Figure 1. PDN straps and rails.
The bar under the picture is 20 um long. Pins as bars on the die edge.
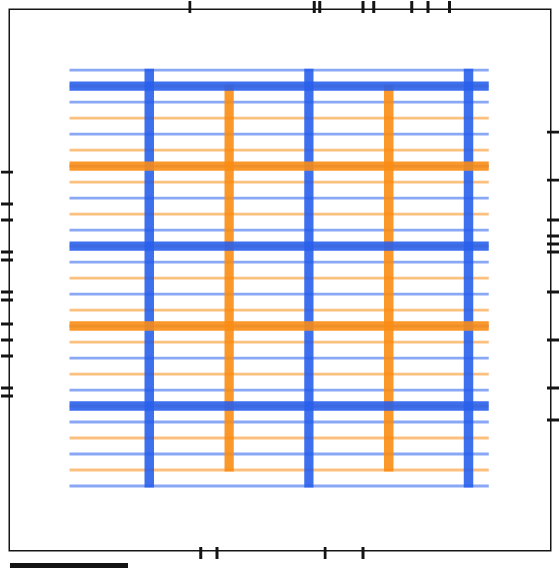
Figure 2. Cell classes on the final placement.
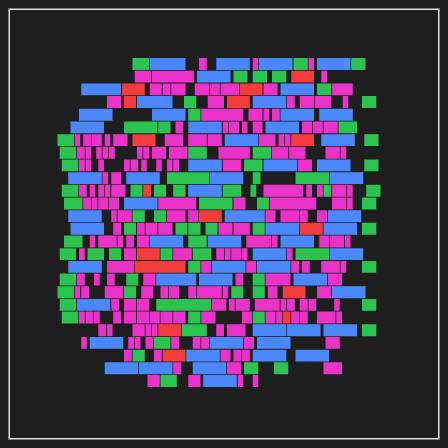
Figure 3. Clock wires, drivers and flops.
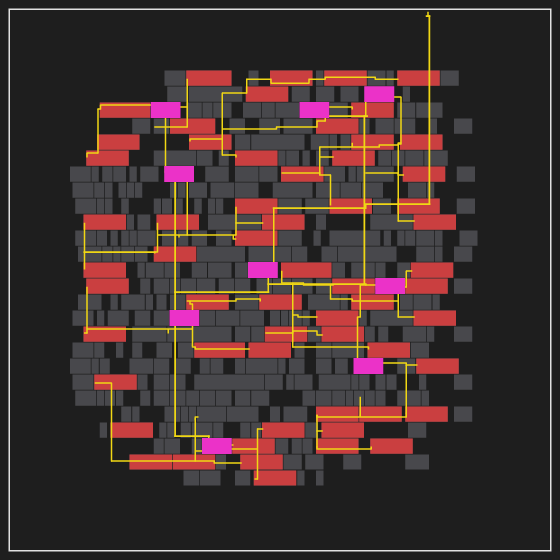
Figure 4. Routed metal, one colour a layer.
The bar under the picture is 20 um long.
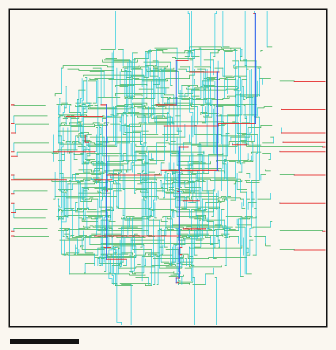
Figure 5. Congestion heat map.
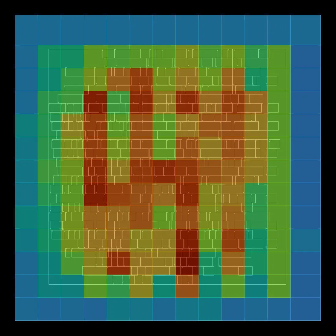
<file path="src/rtl/crc_serial_encoder_ctrl.sv">
// Bit-serial CRC encoder with sequencing controller and a one-entry request buffer.
// Shifts each word MSB-first through the CRC, then emits one memory write of {data, crc}.
module crc_serial_encoder_ctrl #(
    parameter int                 DATA_W   = 8,
    parameter int                 CRC_W    = 4,
    parameter int                 ADDR_W   = 4,
    parameter logic [CRC_W-1:0]   POLY     = 4'h3,
    parameter logic [CRC_W-1:0]   CRC_INIT = 4'h0,
    parameter logic [CRC_W-1:0]   XOR_OUT  = 4'h0
) (
    input  logic                      clk,
    input  logic                      rst,
    input  logic                      write,
    input  logic [DATA_W-1:0]         data_in,
    input  logic [ADDR_W-1:0]         addr_in,
    output logic                      ready,
    output logic                      busy,
    output logic                      mem_we,
    output logic [DATA_W+CRC_W-1:0]   mem_data,
    output logic [ADDR_W-1:0]         mem_addr
);

    localparam int CNT_W = $clog2(DATA_W);

    typedef enum logic [1:0] {
        IDLE  = 2'd0,
        SHIFT = 2'd1,
        WRITE = 2'd2
    } state_t;

    // One MSB-first CRC step for a single message bit.
    function automatic logic [CRC_W-1:0] crc_step(input logic [CRC_W-1:0] crc,
                                                  input logic bit_in);
        logic fb;
        fb       = crc[CRC_W-1] ^ bit_in;
        crc_step = {crc[CRC_W-2:0], 1'b0} ^ (fb ? POLY : {CRC_W{1'b0}});
    endfunction

    state_t                  state_r;
    logic [DATA_W-1:0]       sreg_r;
    logic [DATA_W-1:0]       data_r;
    logic [ADDR_W-1:0]       addr_r;
    logic [CRC_W-1:0]        crc_r;
    logic [CNT_W-1:0]        count_r;
    logic                    pend_valid_r;
    logic [DATA_W-1:0]       pend_data_r;
    logic [ADDR_W-1:0]       pend_addr_r;
    logic                    mem_we_r;
    logic [DATA_W+CRC_W-1:0] mem_data_r;
    logic [ADDR_W-1:0]       mem_addr_r;

    logic                    accept_s;
    logic                    last_bit_s;
    logic [CRC_W-1:0]        crc_next_s;
    logic                    load_en_s;
    logic [DATA_W-1:0]       load_data_s;
    logic [ADDR_W-1:0]       load_addr_s;

    assign ready      = !pend_valid_r;
    assign busy       = (state_r != IDLE) || pend_valid_r;
    assign mem_we     = mem_we_r;
    assign mem_data   = mem_data_r;
    assign mem_addr   = mem_addr_r;

    assign accept_s   = write && !pend_valid_r;
    assign last_bit_s = (count_r == CNT_W'(DATA_W - 1));
    assign crc_next_s = crc_step(crc_r, sreg_r[DATA_W-1]);

    // Select the source of the next word: the pending entry has priority in WRITE.
    always_comb begin
        load_en_s   = 1'b0;
        load_data_s = data_in;
        load_addr_s = addr_in;
        case (state_r)
            IDLE: begin
                load_en_s = accept_s;
            end
            WRITE: begin
                if (pend_valid_r) begin
                    load_en_s   = 1'b1;
                    load_data_s = pend_data_r;
                    load_addr_s = pend_addr_r;
                end else begin
                    load_en_s   = write;
                end
            end
            default: begin
                load_en_s = 1'b0;
            end
        endcase
    end

    // Controller, CRC datapath, pending buffer and registered memory outputs.
    always_ff @(posedge clk) begin
        if (rst) begin
            state_r      <= IDLE;
            sreg_r       <= {DATA_W{1'b0}};
            data_r       <= {DATA_W{1'b0}};
            addr_r       <= {ADDR_W{1'b0}};
            crc_r        <= CRC_INIT;
            count_r      <= {CNT_W{1'b0}};
            pend_valid_r <= 1'b0;
            pend_data_r  <= {DATA_W{1'b0}};
            pend_addr_r  <= {ADDR_W{1'b0}};
            mem_we_r     <= 1'b0;
            mem_data_r   <= {(DATA_W+CRC_W){1'b0}};
            mem_addr_r   <= {ADDR_W{1'b0}};
        end else begin
            mem_we_r <= 1'b0;
            case (state_r)
                IDLE: begin
                    state_r <= load_en_s ? SHIFT : IDLE;
                end
                SHIFT: begin
                    crc_r  <= crc_next_s;
                    sreg_r <= {sreg_r[DATA_W-2:0], 1'b0};
                    if (accept_s) begin
                        pend_valid_r <= 1'b1;
                        pend_data_r  <= data_in;
                        pend_addr_r  <= addr_in;
                    end
                    if (last_bit_s) begin
                        state_r    <= WRITE;
                        mem_we_r   <= 1'b1;
                        mem_data_r <= {data_r, crc_next_s ^ XOR_OUT};
                        mem_addr_r <= addr_r;
                    end else begin
                        count_r <= count_r + CNT_W'(1);
                    end
                end
                WRITE: begin
                    state_r <= load_en_s ? SHIFT : IDLE;
                    if (pend_valid_r) begin
                        pend_valid_r <= 1'b0;
                    end
                end
                default: begin
                    state_r <= IDLE;
                end
            endcase
            if (load_en_s) begin
                sreg_r  <= load_data_s;
                data_r  <= load_data_s;
                addr_r  <= load_addr_s;
                crc_r   <= CRC_INIT;
                count_r <= {CNT_W{1'b0}};
            end
        end
    end

endmodule

</file>
<file path="config.mk">
export PLATFORM = sky130hd
export DESIGN_NAME = crc_serial_encoder_ctrl
export DESIGN_NICKNAME = d
export VERILOG_FILES = /design/src/rtl/crc_serial_encoder_ctrl.sv
export SDC_FILE = /design/constraint.sdc
export NUM_CORES = 1
export LEC_CHECK = 0
export CAP_MARGIN = 15
export CORE_MARGIN = 10
export CORE_UTILIZATION = 48
export DETAILED_ROUTE_END_ITERATION = 8
export HOLD_SLACK_MARGIN = 0.05
export MAX_ROUTING_LAYER = met4
export PLACE_DENSITY = 0.8
export RECOVER_POWER = 25
export SLEW_MARGIN = 30
export SYNTH_ARGS = -nofsm -noshare
export SYNTH_HDL_FRONTEND = slang
export SYNTH_SLANG_ARGS = --single-unit
</file>
<file path="constraint.sdc">
create_clock -name clk -period 1.3 [get_ports clk]
set_input_delay 0.13 -clock clk [delete_from_list [all_inputs] [get_ports clk]]
set_output_delay 0.13 -clock clk [all_outputs]
set_load 0.03 [all_outputs]
</file>
==> impl_metrics.env <==
# implementation run metrics
export IMPL_routabilityCongestion=0.868
export IMPL_post_cts_resized=38
export IMPL_arrival_ns=1.74
export IMPL_combPwrFrac=0.163
export IMPL_synth_xor_area_share=0.0167
export IMPL_hold_class="in2reg"
export IMPL_fp_nets=305
export IMPL_num_fill_cells=364
export IMPL_required_ns=1.54
export IMPL_taps=70
export IMPL_synthArstFlopShare=0
export IMPL_flop_cell="dfxtp_1"
export IMPL_whs_ns=0.240
export IMPL_cts_tree="yes"
export IMPL_endpoint="sreg_r[2]"
export IMPL_hold_viol=0
export IMPL_synthSimpleGateAreaFrac=0.196
export IMPL_clockNetworkAreaShare=0.0586
export IMPL_clock_buffer_count=12
export IMPL_grt_max_degree=29
export IMPL_ant_nets=0
export IMPL_aoi_share=0.211
export IMPL_nNetsFinal=364
export IMPL_chipArea_um2=8430
export IMPL_synth_area_um2=2480
export IMPL_first_pass_iters=4
export IMPL_whs_path_depth=2
export IMPL_antenna_found_initial=0
export IMPL_seqPwrFrac=0.442
export IMPL_violations="negative setup slack"
export IMPL_warnings=29
export IMPL_viasPerCell=5.45
export IMPL_total_power_mw=4.45
export IMPL_setup_viol=43
export IMPL_area_delta_synth_final_pct=46.5
export IMPL_drive_above_1_share=0.327
export IMPL_synth_distinct_cells=39
export IMPL_cts_inserted_buffers=9
export IMPL_cts_hold_buf=0
export IMPL_switchingPower_mw=1.14
export IMPL_ios=34
export IMPL_status="finished, violations left"
export IMPL_yosysWarnings=0
export IMPL_cp_start_kind="register"
export IMPL_end_kind="register"
export IMPL_drc=0
export IMPL_rsz0062_at_grt="true"
export IMPL_cts_buffer_depth=2
export IMPL_edf_count=0
export IMPL_post_cts_repair_setup_buffers=2
export IMPL_intPower_mw=3.31
export IMPL_clk_pin_slew_ns=0.07
export IMPL_worstMarginPinSlew_ns=0.515
export IMPL_dominant_cells="combinational gates"
export IMPL_dpl_hpwl_um=3850
export IMPL_switching_share=0.257
export IMPL_logic_family="AND-OR/OR-AND gates"
export IMPL_synthMuxAreaShare=0.0258
export IMPL_hp_start="rst"
export IMPL_n_all_inverters=7
export IMPL_slew_viol_final=0
export IMPL_first_iter_violations=133
export IMPL_wl_met3_um=282
export IMPL_ys_flops=59
export IMPL_yosys_stat_cells=288
export IMPL_path_class="reg2reg"
export IMPL_setup_tns_ns=-2.72
export IMPL_buf_share=0.202
export IMPL_cts_sinks=59
export IMPL_grt_pass1_vias=2150
export IMPL_ctsHtreeMaxLevel=3
export IMPL_p_per_area_nw_per_um2=1230
export IMPL_fin_crit_ns=1.50
export IMPL_syn_inst=288
export IMPL_seq_cell_count=59
export IMPL_max_freq_mhz=667
export IMPL_whs_endpoint="mem_we"
export IMPL_finalClockPeriodUsage=1.15
export IMPL_logic_gates=196
export IMPL_rr_worst_depth=5
export IMPL_ys_sh_adder=0.0101
export IMPL_layout_top_cell="dfxtp_1"
export IMPL_critPathLaunch="pend_valid_r"
export IMPL_syn_mean_instance_area_um2=8.60
export IMPL_setup_ws_ns=-0.200
export IMPL_timing_rr_start="pend_valid_r"
export IMPL_path_max_fanout=11
Back to the opening pictures, Figure 1:
net	colour
VSS	blue
VDD	orange
rows	26
met1 rails	27
met4 straps	5
met5 straps	5
signal pins	34
die height: 91.8 um
Max IR drop VDD: 735 uV
core area: 5040 um^2
Die X: 91.8 um

Back to the opening pictures, Figure 2:
class	colour	cells	share of their area
flops	blue	59	34%
other buffers and delay cells	green	74	21%
combinational and other logic	magenta	203	39%
clock drivers and dummy loads	red	16	6.0%
Non-Filler Cell Area, Final: 3630 um^2
row cnt: 26
fraction of area in registers: 0.329
Layout Utilization: 0.719

Back to the opening pictures, Figure 3:
[flip-flops] red | count: 59
[clock drivers] magenta | count: 9
[clock wires] yellow | length: 743 um
routed clock nets	10
P_clk: 1.75 mW
clk_lat worst skew: 0.34 ns
power share of the clock group: 0.394
Clock Skew: 0.00935 ns

Back to the opening pictures, Figure 4:
layer	colour	wire length
metal 4	blue	158 um
metal 2	cyan	3180 um
metal 3	red	283 um
metal 1	green	2910 um
Vias: 2299
drt total wl: 6530 um
drt wl/cell: 15.5 um

Back to the opening pictures, Figure 5:
GRT Resource Usage Total: 0.147
Global Route met3 Usage: 0.0481
M2 GR Usage: 0.223
most used routing layer: met2
M1 GR Usage: 0.168

[stage by stage]
stage / area, um^2 / setup WS [ns]
2_1_floorplan: 2520 / -0.0115
3_3_place_gp: 3050 / -0.192
3_5_place_dp: 3050 / -0.265
4_1_cts: 3360 / -0.182
5_1_grt: 3630 / -0.275
6_report: 3630 / -0.200
[critical path, stage by stage, from the launching register on]
cell and delay (ns):
dfxtp_4 0.36, buf_4 0.12, mux2i_4 0.34, buf_6 0.19
o22ai_1 0.09, a221oi_1 0.29
[power by group through the flow]
stage / logic, mW / clock network [mW] / registers, mW
floorplan: 0.369 / 0 / 1.98
global placement: 0.553 / 0 / 1.99
detailed placement: 0.564 / 0 / 1.99
CTS: 0.621 / 1.77 / 1.95
global route: 0.783 / 1.86 / 1.97
finish: 0.726 / 1.75 / 1.97
[registers in the layout, indices dropped and copies added (netlist names), 2 cells and up]
name,flops
pend_data_r,8
mem_addr,4
state_r,2
crc_r,4
pend_addr_r,4
addr_r,4
mem_data,12
data_r,8
sreg_r,8
count_r,3
[synth_stat cells, types with 2 or more instances]
cell	number	share of area
buf_4	2	0.0061
mux2i_1	5	0.020
nor2_1	17	0.026
dfxtp_1	59	0.48
a32oi_1	5	0.018
nand3b_1	8	0.024
nand2b_1	2	0.0051
nor3_1	6	0.012
o22ai_1	7	0.018
o221a_2	5	0.023
clkbuf_1	9	0.014
xnor2_1	2	0.0071
a21oi_1	36	0.073
nor2b_1	2	0.0051
ha_1	2	0.010
buf_2	11	0.022
nand2_1	55	0.083
a21o_1	7	0.021
a221oi_1	7	0.025
inv_1	7	0.011
buf_1	3	0.0045
o21ai_0	8	0.016
nand3_1	7	0.014
Power is estimated from default activity; no workload was simulated.
